**src/rtl/mf_clken_nco.sv**
```systemverilog
// Multi-channel fractional clock-enable generator built from phase accumulators.
// Every channel adds its increment to its accumulator each running cycle. The
// carry out of that addition is the enable pulse, and the accumulator MSB is the
// level output. All channels are loaded together, so channels with the same
// increment and phase stay bit-identical.
module mf_clken_nco #(
  parameter int unsigned NUM_CH      = 5,
  parameter int unsigned ACC_W       = 32,
  parameter int unsigned LOCK_CYCLES = 16
) (
  input  logic                    refclk,
  input  logic                    rst_n,
  input  logic [NUM_CH*ACC_W-1:0] cfg_inc,
  input  logic [NUM_CH*ACC_W-1:0] cfg_phase,
  input  logic                    cfg_update,
  output logic                    cfg_ack,
  input  logic                    run,
  output logic [NUM_CH-1:0]       ce_out,
  output logic [NUM_CH-1:0]       clk_out,
  output logic                    locked
);

  localparam int unsigned CNT_W = (LOCK_CYCLES > 1) ? $clog2(LOCK_CYCLES) : 1;

  typedef enum logic [1:0] {
    ST_RESET  = 2'd0,
    ST_LOAD   = 2'd1,
    ST_SETTLE = 2'd2,
    ST_LOCKED = 2'd3
  } state_t;

  typedef logic [NUM_CH-1:0][ACC_W-1:0] acc_arr_t;

  state_t               state_q, state_d;
  acc_arr_t             acc_q, acc_d;
  acc_arr_t             inc_q, inc_d;
  logic [CNT_W-1:0]     cnt_q, cnt_d;
  logic [NUM_CH-1:0]    ce_d, clk_d;
  logic                 ack_d, locked_d;
  logic                 step;
  logic                 terminal;
  logic [ACC_W:0]       sum;

  // Next state, settle counter, accumulator update and next output values
  always_comb begin
    state_d  = state_q;
    cnt_d    = cnt_q;
    acc_d    = acc_q;
    inc_d    = inc_q;
    ce_d     = '0;
    clk_d    = clk_out;
    ack_d    = 1'b0;
    locked_d = 1'b0;
    step     = 1'b0;
    sum      = '0;
    terminal = (cnt_q == CNT_W'(LOCK_CYCLES - 1));

    case (state_q)
      ST_RESET: begin
        state_d = ST_LOAD;
      end
      // The cycle after a capture already runs at the new rate and counts
      // toward lock. A request seen here is ignored because the live inputs
      // were just sampled.
      ST_LOAD: begin
        state_d = ST_SETTLE;
        if (run) begin
          step = 1'b1;
          if (terminal) begin
            state_d = ST_LOCKED;
          end else begin
            cnt_d = cnt_q + CNT_W'(1);
          end
        end
      end
      // A reload request wins over the settle terminal count
      ST_SETTLE: begin
        if (cfg_update) begin
          state_d = ST_LOAD;
        end else if (run) begin
          step = 1'b1;
          if (terminal) begin
            state_d = ST_LOCKED;
          end else begin
            cnt_d = cnt_q + CNT_W'(1);
          end
        end
      end
      ST_LOCKED: begin
        if (cfg_update) begin
          state_d = ST_LOAD;
        end else begin
          step = run;
        end
      end
      default: begin
        state_d = ST_RESET;
      end
    endcase

    if (state_d == ST_LOAD) begin
      // Capture every channel in the same edge so that phases are aligned
      inc_d = cfg_inc;
      acc_d = cfg_phase;
      cnt_d = '0;
      ack_d = 1'b1;
      for (int unsigned i = 0; i < NUM_CH; i++) begin
        clk_d[i] = acc_d[i][ACC_W-1];
      end
    end else if (step) begin
      for (int unsigned i = 0; i < NUM_CH; i++) begin
        sum      = {1'b0, acc_q[i]} + {1'b0, inc_q[i]};
        acc_d[i] = sum[ACC_W-1:0];
        ce_d[i]  = sum[ACC_W];
        clk_d[i] = sum[ACC_W-1];
      end
    end

    locked_d = (state_d == ST_LOCKED);
  end

  // State, datapath and output registers
  always_ff @(posedge refclk or negedge rst_n) begin
    if (!rst_n) begin
      state_q <= ST_RESET;
      acc_q   <= '0;
      inc_q   <= '0;
      cnt_q   <= '0;
      ce_out  <= '0;
      clk_out <= '0;
      cfg_ack <= 1'b0;
      locked  <= 1'b0;
    end else begin
      state_q <= state_d;
      acc_q   <= acc_d;
      inc_q   <= inc_d;
      cnt_q   <= cnt_d;
      ce_out  <= ce_d;
      clk_out <= clk_d;
      cfg_ack <= ack_d;
      locked  <= locked_d;
    end
  end

endmodule

```
**config.mk**
```make
export PLATFORM = sky130hd
export DESIGN_NAME = mf_clken_nco
export DESIGN_NICKNAME = d
export VERILOG_FILES = /design/src/rtl/mf_clken_nco.sv
export SDC_FILE = /design/constraint.sdc
export NUM_CORES = 1
export LEC_CHECK = 0
export CAP_MARGIN = 20
export CELL_PAD_IN_SITES_DETAIL_PLACEMENT = 1
export CELL_PAD_IN_SITES_GLOBAL_PLACEMENT = 2
export CORE_ASPECT_RATIO = 0.5
export CORE_MARGIN = 2
export CORE_UTILIZATION = 35
export CTS_CLUSTER_SIZE = 25
export DETAILED_ROUTE_END_ITERATION = 6
export PLACE_DENSITY = 0.93
export SLEW_MARGIN = 20
export SYNTH_ARGS = -nofsm -noshare
export SYNTH_HDL_FRONTEND = slang
export SYNTH_SLANG_ARGS = --single-unit
```
**constraint.sdc**
```tcl
create_clock -name refclk -period 5.3 [get_ports refclk]
set_input_delay 1.06 -clock refclk [delete_from_list [all_inputs] [get_ports refclk]]
set_output_delay 1.06 -clock refclk [all_outputs]
set_load 0.1 [all_outputs]
```
### Floorplan with the power grid, run 1

Bar = 100 um. Pins as bars on the die edge.
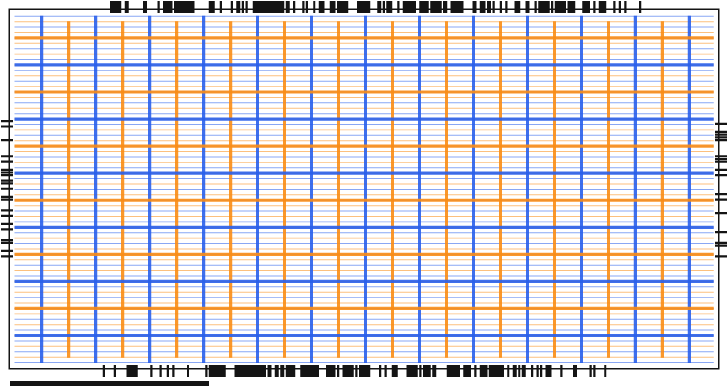
VSS: shown in blue. VDD: shown in orange.
336 signal pins sit on the boundary. 12 straps on met5. 25 straps on met4.
die height: 180 um
worst vdd ir: 0.311 mV

### Placed cells, one colour a class, run 1

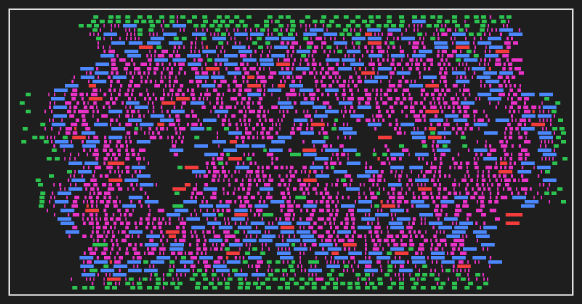
clock drivers and dummy loads: shown in red, cells 61. remaining logic cells: shown in magenta, cells 2,127. sequential cells: shown in blue, cells 333. remaining buffers and delay cells: shown in green, cells 352.
proportion of cell area occupied by registers: 31.0%
cell area after layout: 26,900 um^2
share of the core filled with cells in the final layout: 44.0%
site row count: 64
floorplan core area: 61,200 um^2

### Clock wires, drivers and flops, run 1

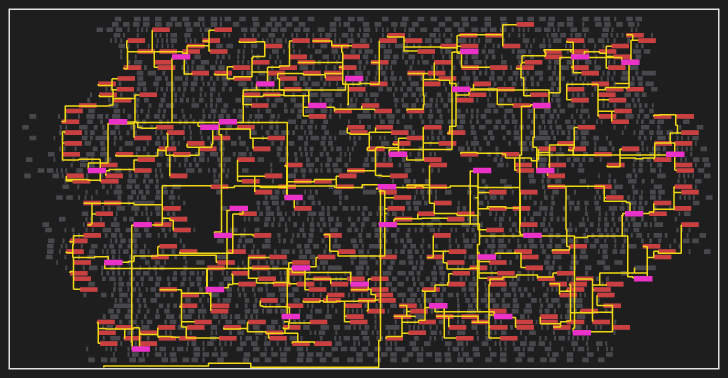
clock wires: shown in yellow, length 5,400 um. clock-net drivers: shown in magenta, count 36. flip-flops: shown in red, count 333.
There are 37 routed clock nets. Position of the flops: all over the die.
Worst Clk Skew: 0.0128 ns
clk ins delay skew pair: 0.55 ns
power attributed to the clock group: 2630 uW

### Metal layers overlaid, run 1

Bar = 100 um.
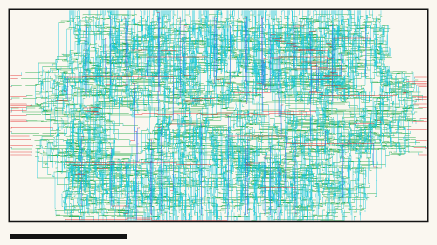
M2: shown in cyan, wire length 36.0 mm. M4: shown in blue, wire length 2,600 um. M1: shown in green, wire length 29.6 mm. M3: shown in red, wire length 2,030 um.

## run 1: layer usage
layer	vias to the layer above	track usage (%)
met3	125	3.08
li1	9599	-
met4	0	8.69
met2	260	38.9
met5	-	0
met1	9750	25.7
## run 1: cell families (layout without fill, tap and decap cells)
kind of cell	after synthesis	after routing	synth area share (%)
AND-OR/OR-AND	705	705	20.0
XOR/XNOR	118	118	4.77
adder cells (fa/ha/maj)	166	166	9.76
buffers and inverters	162	445	3.28
flip-flops	333	333	38.5
multiplexers	79	79	3.65
other	0	8	0
AND/OR/NAND/NOR	1027	1027	20.1
## run 1: stage by stage
step,std cells,area (um^2)
3_5_place_dp,3636,25700
2_1_floorplan,2590,21700
5_1_grt,3706,26900
3_3_place_gp,3636,25700
6_report,3706,26900
4_1_cts,3697,26900
## run 1: sequential cells by signal (all words and copies together) (netlist names)
name     cells
clk_out      5
ce_out       5
inc_q      160
cfg_ack      1
cnt_q        4
locked       1
state_q      2
acc_q      155
## run 1: path summary, 6_finish.rpt
check	slack [ns]	startpoint	cells past startpoint	to
max	1.87	acc_q[36]$_DFFE_PN0P_	10	acc_q[53]$_DFFE_PN0P_
max in group asynchronous	3.66	rst_n	3	inc_q[94]$_DFFE_PN0P_
min	0.41	rst_n	1	inc_q[47]$_DFFE_PN0P_
min in group refclk	0.47	inc_q[100]$_DFFE_PN0P_	2	inc_q[100]$_DFFE_PN0P_
min reg2reg	0.47	inc_q[100]$_DFFE_PN0P_	2	inc_q[100]$_DFFE_PN0P_
max reg2reg	1.87	acc_q[36]$_DFFE_PN0P_	10	acc_q[53]$_DFFE_PN0P_
## run 1: area by class of cell
| type | count | area (um^2) | area share, % |
|---|---|---|---|
| flip-flops and latches | 333 | 8330 | 31.0 |
| repair buffers | 352 | 3570 | 13.3 |
| diodes | 8 | 20.0 | 0.0744 |
| well taps | 825 | 1030 | 3.84 |
| inverters | 32 | 130 | 0.484 |
| multi-input cells | 2095 | 12600 | 47.0 |
| clock buffers | 51 | 1080 | 4.01 |
| clock inverters | 10 | 106 | 0.395 |
## run 1: synthesized netlist by cell type, types with 5 or more instances
master	count
a2111oi_0	6
a211o_1	10
a211oi_1	25
a21boi_0	7
a21o_1	76
a21oi_1	224
a31oi_1	30
and2_1	10
and3_1	51
and4_1	5
buf_1	15
buf_4	9
clkbuf_1	98
clkbuf_8	6
dfrtp_1	333
fa_1	5
ha_1	161
inv_1	31
mux2i_1	79
nand2_1	695
nand2b_1	9
nand3_1	25
nand4_1	23
nor2_1	122
nor2b_1	18
nor3_1	30
nor4_1	5
o211ai_1	12
o21a_1	27
o21ai_0	177
o21ai_1	18
o21bai_1	22
o31ai_1	10
or3_1	15
xnor2_1	80
xor2_1	38
## run 1: power breakdown
part	internal (uW)	switching (uW)	leakage, uW
logic	5370	7870	0.00806
clock network	1510	1120	0.000594
registers	3850	847	0.00403
total	10700	9830	0.0127
==> notes.md, run 1 <==
Results of the full flow below.

Pwr:
- Per the summary, power density relative to cell area is 765 nW/um^2.
- The run puts the post-route total power at 20,600 uW.

Clock network:
- The run puts the total clock buffers created by CTS at 36.
- The run gives the total of hold buffers inserted after clock tree synthesis as 0.
- TritonCTS built the clock tree.

Floorplanning:
- The die covers 64,000 um^2.
- For this configuration, the core starts out at a cell density of a little over a third.

Drt:
- Per the detailed-route log, wirelength across all metal layers totals about 70,000 um.
- Once detail routing completed, the nets flagged for antenna violations numbered 0.
- Signal routing reaches up to met4.
- Dividing the detail-routed wire length by the instance count gives between 15 and 20 um.
- The run puts the post-detailed-route via-to-cell ratio at 5.32.
- The run puts the DRC violations left at 0.
- The run puts the vias after detailed routing at a little under 20,000.
- The run gives the number of detailed-routing iterations run before antenna repair as 5.
- The run gives the met1 routed wirelength after detailed routing as 29,600 um.
- The detailed router finished its first iteration with ~890 violations.
- The run gives the total length of routed met2 wires as 36,000 um.

Critical path:
- STA classifies the critical path startpoint as a register.
- The run gives the largest stage delay on the critical path as around 0.56 ns.
- The run puts the number of buffer and inverter instances along the worst setup path at 0.
- The run gives the biggest fanout along the worst timing path as 4.

GRT:
- Entering global routing, the biggest net connects around 120 pins.
- The first global-routing pass estimated roughly 110,000 um of wire.
- The run puts the number of antenna violations at the first check in global routing at 8.
- The run gives the all-layer global routing usage as 21.6%.

Synthesis:
- Sorting the Yosys area breakdown by cell type puts at the top dfrtp_1.
- In this run, synthesis inferred 0 flip-flops with an integrated enable.
- Synthesis inferred approximately 330 register bits.
- Yosys stat counts between 2,000 and 3,000 cells in the synthesized netlist.
- Synthesis produced roughly 2,600 cells.
- Yosys attributes the largest share of cell area to dfrtp_1, nand2_1, ha_1.
- Before any placement, the netlist area is recorded as approximately 22,000 um^2.
- The stat command in Yosys gives a chip area of about 22,000 um^2.
- The run puts the sequential area share after synthesis at a little under 40%.
- The run gives the synthesized area divided by synthesized cell count as 8.37 um^2.

Timing:
- The run puts the count of endpoints failing hold in the final timing report at 0.
- The run gives the final tally of setup violations as 0.
- The run gives the worst relative slew slack as 27.5%.
- The run gives the least setup slack across all paths after layout as about 1.9 ns.
- The run gives the final-layout worst hold slack as 0.413 ns.
- The run puts the final-layout setup total negative slack at 0 ns.
- At the pin with the least slew margin, the transition time is ~1.1 ns.

Place:
- The run gives the half-perimeter wire length of the detailed placement result as between 50,000 and 60,000 um.
- The run puts the post-placement worst setup slack at about 1.8 ns.
- The run gives the routability congestion estimate from global placement as about 0.84.

Cells and area:
- The run gives the count of nets after finishing as about 3,300.
- The run gives the share of final-layout standard cells stronger than drive strength 1 as 3.27%.
- The most common logic cell in the final layout is nand2_1.

Status:
- The flow ran to the end, and the final reports show no timing, DRC or antenna violations.
==> run 2, diff against run 1 <==
Settings changed: CORE_UTILIZATION 35 to 30, PLACE_DENSITY 0.93 to 0.85.
Clock period 5.3 ns to 3 ns, I/O delays scaled along.
### Floorplan with the power grid, run 2

Bar = 100 um. Pins as bars on the die edge.
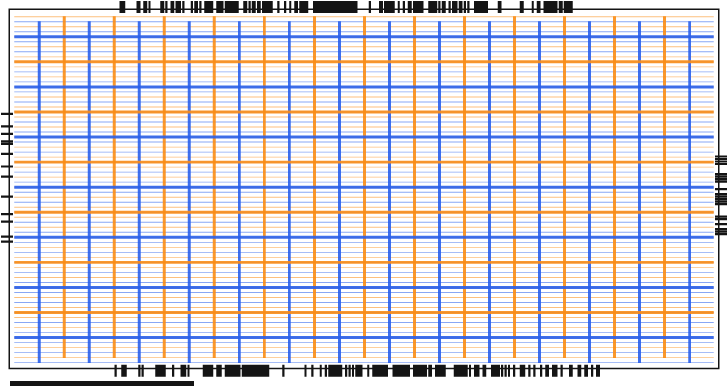
VSS: shown in blue. VDD: shown in orange.
13 straps on met5. 70 met1 rails follow the rows.

==> run 2 against run 1 <==
  * Maximum frequency grew 18%
  * Register-to-register slack lost 1.8 ns
  * Count of clock-buffer cells in the layout is 2 lower
  * Clock skew is 0.017 ns higher
  * Final cell count rose by 5.6%
  * Area after synthesis is the same
  * Flip-flop count unchanged
  * Critical path depth is 2 higher
  * Non-clock buffer count increased by 76
  * Global-route usage decreased by 2.2 points
  * Sequential share of layout area decreased by 1.3 points
  * Largest power group unchanged
  * Die area is 16% higher
==> notes.md, run 2 <==
Results of the full flow below.

Status:
- The run finished with clean final reports.

Cells and area:
- The run gives the most numerous logic cell after layout as nand2_1.
- The largest registers in the layout are inc_q (160), acc_q (155).
- The run gives the share of final-layout standard cells stronger than drive strength 1 as 7.99% (+4.7 points).
- The run gives the count of nets after finishing as 3,416 (+2.3%).
- The run gives the number of flip-flops in the largest register as 160 (unchanged).
- The run gives the area of all placed cells without fillers as 28,100 um^2 (+4.5%).
- Ranked by flip-flop count, first place goes to inc_q.

Job:
- The run gives the number of warnings in the stage logs as 29.

Synthesis:
- The synthesized area divided by synthesized cell count is 8.37 um^2 (unchanged).
- The run puts the synthesized instance count at 2,590 (unchanged).
- By area the synthesized netlist is led by dfrtp_1, nand2_1, ha_1.
- The register bit total from synthesis is 333 (unchanged).
- Ranked by instance count, the synthesized netlist is headed by nand2_1, dfrtp_1, a21oi_1.
- The run puts the post-synthesis cell type count at about 78.
- The run puts the yosys stat cell total at 2,590 (unchanged).
- The run puts the synthesized chip area reported by yosys at 21,700 um^2 (unchanged).
- Per the synthesis report, the dominant area consumer among library cells is dfrtp_1.
- The run gives the sequential area share after synthesis as 38.5% (unchanged).
- The number of enable-type register cells in the synthesized netlist is 0 (unchanged).
- The most common cell in the synthesized netlist is nand2_1.
- The run gives the share of the synthesized area in the top cell type as 38.5%.
- The run gives the post-synthesis cell area as 21,700 um^2 (unchanged).

Critical path:
- The run gives the arrival time at the worst endpoint as between 3 and 4 ns.
- The run gives the worst reg-to-reg setup slack as 0.1 ns (-1.77 ns).
- The run puts the biggest fanout along the worst timing path at 3 (-1).
- The run puts the largest stage delay on the critical path at 0.47 ns (-0.09 ns).
- The run gives the startpoint kind of the worst setup timing path as a register.
- The timing report shows that the slowest cell on the worst path is or4_4.

Place:
- The run puts the routability congestion estimate from global placement at 0.834 (-0.62%).
- The area after detailed placement came to 26,400 um^2 (+3.0%).
- The run gives the half-perimeter wire length of the detailed placement result as 54,400 um (+4.8%).

GRT:
- The run puts the global-route wire length before repair at 118,000 um (+5.0%).
- The run gives the maximum number of pins on one net before global-route repair as 109 (-12%).
- The number of antenna violations at the first check in global routing is 5 (-3).
- The run puts the number of global-route vias before repair at roughly 22,000.

Timing:
- The run gives the final-layout worst hold slack as 0.0101 ns (-0.403 ns).
- The run gives the worst relative slew slack as 52.0% (+24 points).
- Setup repair after global routing could not meet its margin everywhere.
- Counting pins that exceed their max-slew limit in the final report gives 0.
- The run puts the final critical-path required period at approximately 2.9 ns.
- The run gives the final worst clock skew as 0.0298 ns (+0.0170 ns).
- The final tally of setup violations was 0 (unchanged).
- The count of endpoints failing hold in the final timing report was 0 (unchanged).
- The run puts the worst-margin pin slew at 0.713 ns (-0.371 ns).

Floorplanning:
- The core utilization at floorplan came to 30.4% (-5.0 points).
- The run puts the height of the chip at 194 um (+7.8%).
- The run gives the chip area as 74,500 um^2 (+16%).
- The run gives the core footprint as 71,200 um^2 (+16%).
- The run puts the number of rows created at floorplan at 69 (+7.8%).

Drt:
- The post-detailed-route via-to-cell ratio came to 5.09 (-4.4%).
- The run puts the number of detailed-routing iterations run before antenna repair at 5 (unchanged).
- The run gives the violation tally from detailed-route iteration zero as 771 (-13%).
- The final wirelength was 73,000 um (+4.0%).
- The run puts the vias after detailed routing at 19,900 (+1.0%).
- The run puts the DRC violations left at 0 (unchanged).
- The run puts the count of antenna-violating nets left after detailed routing at 0 (unchanged).

Clock network:
- Looking at the clock tree report, the root buffer type is clkbuf_16.
- The run gives the insertion delay to the later sink of the worst-skew pair as 0.56 ns (about the same).
- The run puts the total clock buffers created by CTS at 36 (unchanged).
- TritonCTS built the clock tree.

Pwr:
- The run puts the maximum VDD drop at 0.548 mV (+76%).
- The areal power density over the cells was 1370 nW/um^2 (+80%).
- The post-route total power came to 38,600 uW (+88%).
### Track usage over the die, run 2

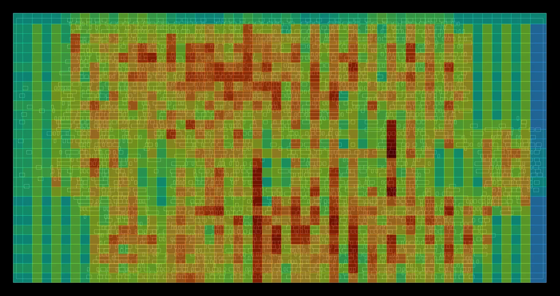
Global Route Usage Sum: 19.4%
met2 track utilization from global routing: 36.1%
most used routing layer in global routing: met2
met1 usage in global routing: 23.8%
WL/cell: 18.7 um

-- run 2: final timing paths --
kind                                        start                     end  cells past startpoint
min in group refclk                           run  acc_q[112]$_DFFE_PN0P_                      3
setup / recovery            acc_q[64]$_DFFE_PN0P_   acc_q[94]$_DFFE_PN0P_                     12
setup reg to reg            acc_q[64]$_DFFE_PN0P_   acc_q[94]$_DFFE_PN0P_                     12
hold reg to reg            inc_q[113]$_DFFE_PN0P_  inc_q[113]$_DFFE_PN0P_                      2
hold / removal                              rst_n   inc_q[36]$_DFFE_PN0P_                      1
max in group asynchronous                   rst_n  acc_q[147]$_DFFE_PN0P_                      2
-- run 2: routing by layer --
metal	part of all wire, %	GRT usage, %	vias up
met1	43	23.8	9932
li1	-	-	9750
met4	1.9	4.18	0
met2	53	36.1	178
met3	2.4	2.31	80
met5	0	0	-
-- run 2: through the flow --
| step | setup WS (ns) | TNS (ns) | util, % | instances |
|---|---|---|---|---|
| 6_report | 0.0989 | 0 | 39.5 | 3915 |
| 3_5_place_dp | -0.0582 | -0.0897 | 37.1 | 3841 |
| 5_1_grt | -0.0323 | -0.113 | 39.5 | 3915 |
| 2_1_floorplan | 0.256 | 0 | - | 2590 |
| 3_3_place_gp | -0.0591 | -0.0597 | 37.1 | 3841 |
| 4_1_cts | 0.0258 | 0 | 38.9 | 3905 |
-- run 2: repair_timing --
action	CTS	global route
setup buffers	0	5
hold buffers	0	0
gates resized	6	66
pin swaps	1	20
endpoints found under the setup margin	6	53
-- run 2: critical path, delay by kind of cell, from the launching register on --
kind	cells	cell delay, ns
compound gates	7	1.26
fa+ha+maj	2	0.35
buf+inv	1	0.16
flops	1	0.39
simple gates	2	0.67
-- run 2: logic make-up (layout without fill, tap and decap cells) --
group	Yosys count	after routing	share of synthesized area (%)
flops	333	333	38.5
other cells	0	5	0
compound gates	705	705	20.0
mux	79	79	3.65
xor+xnor	118	118	4.77
buf+inv	162	524	3.28
simple gates	1027	1027	20.1
fa+ha+maj	166	166	9.76
-- run 2: power by group --
| part | internal, uW | switching [uW] |
|---|---|---|
| Sequential | 6810 | 1510 |
| Combinational | 10800 | 14600 |
| Clock | 2870 | 2020 |
| Total | 20500 | 18100 |
-- run 2: area by class of cell --
cell class | instances | area, um^2 | share of cell area, %
well taps | 958 | 1200 | 4.26
clock inverters | 15 | 215 | 0.765
clock buffers | 49 | 1040 | 3.70
inverters | 32 | 130 | 0.463
multi-input cells | 2095 | 13000 | 46.3
repair buffers | 428 | 4180 | 14.9
diodes | 5 | 12.5 | 0.0445
flip-flops and latches | 333 | 8330 | 29.6
Power and IR drop assume default switching activity.
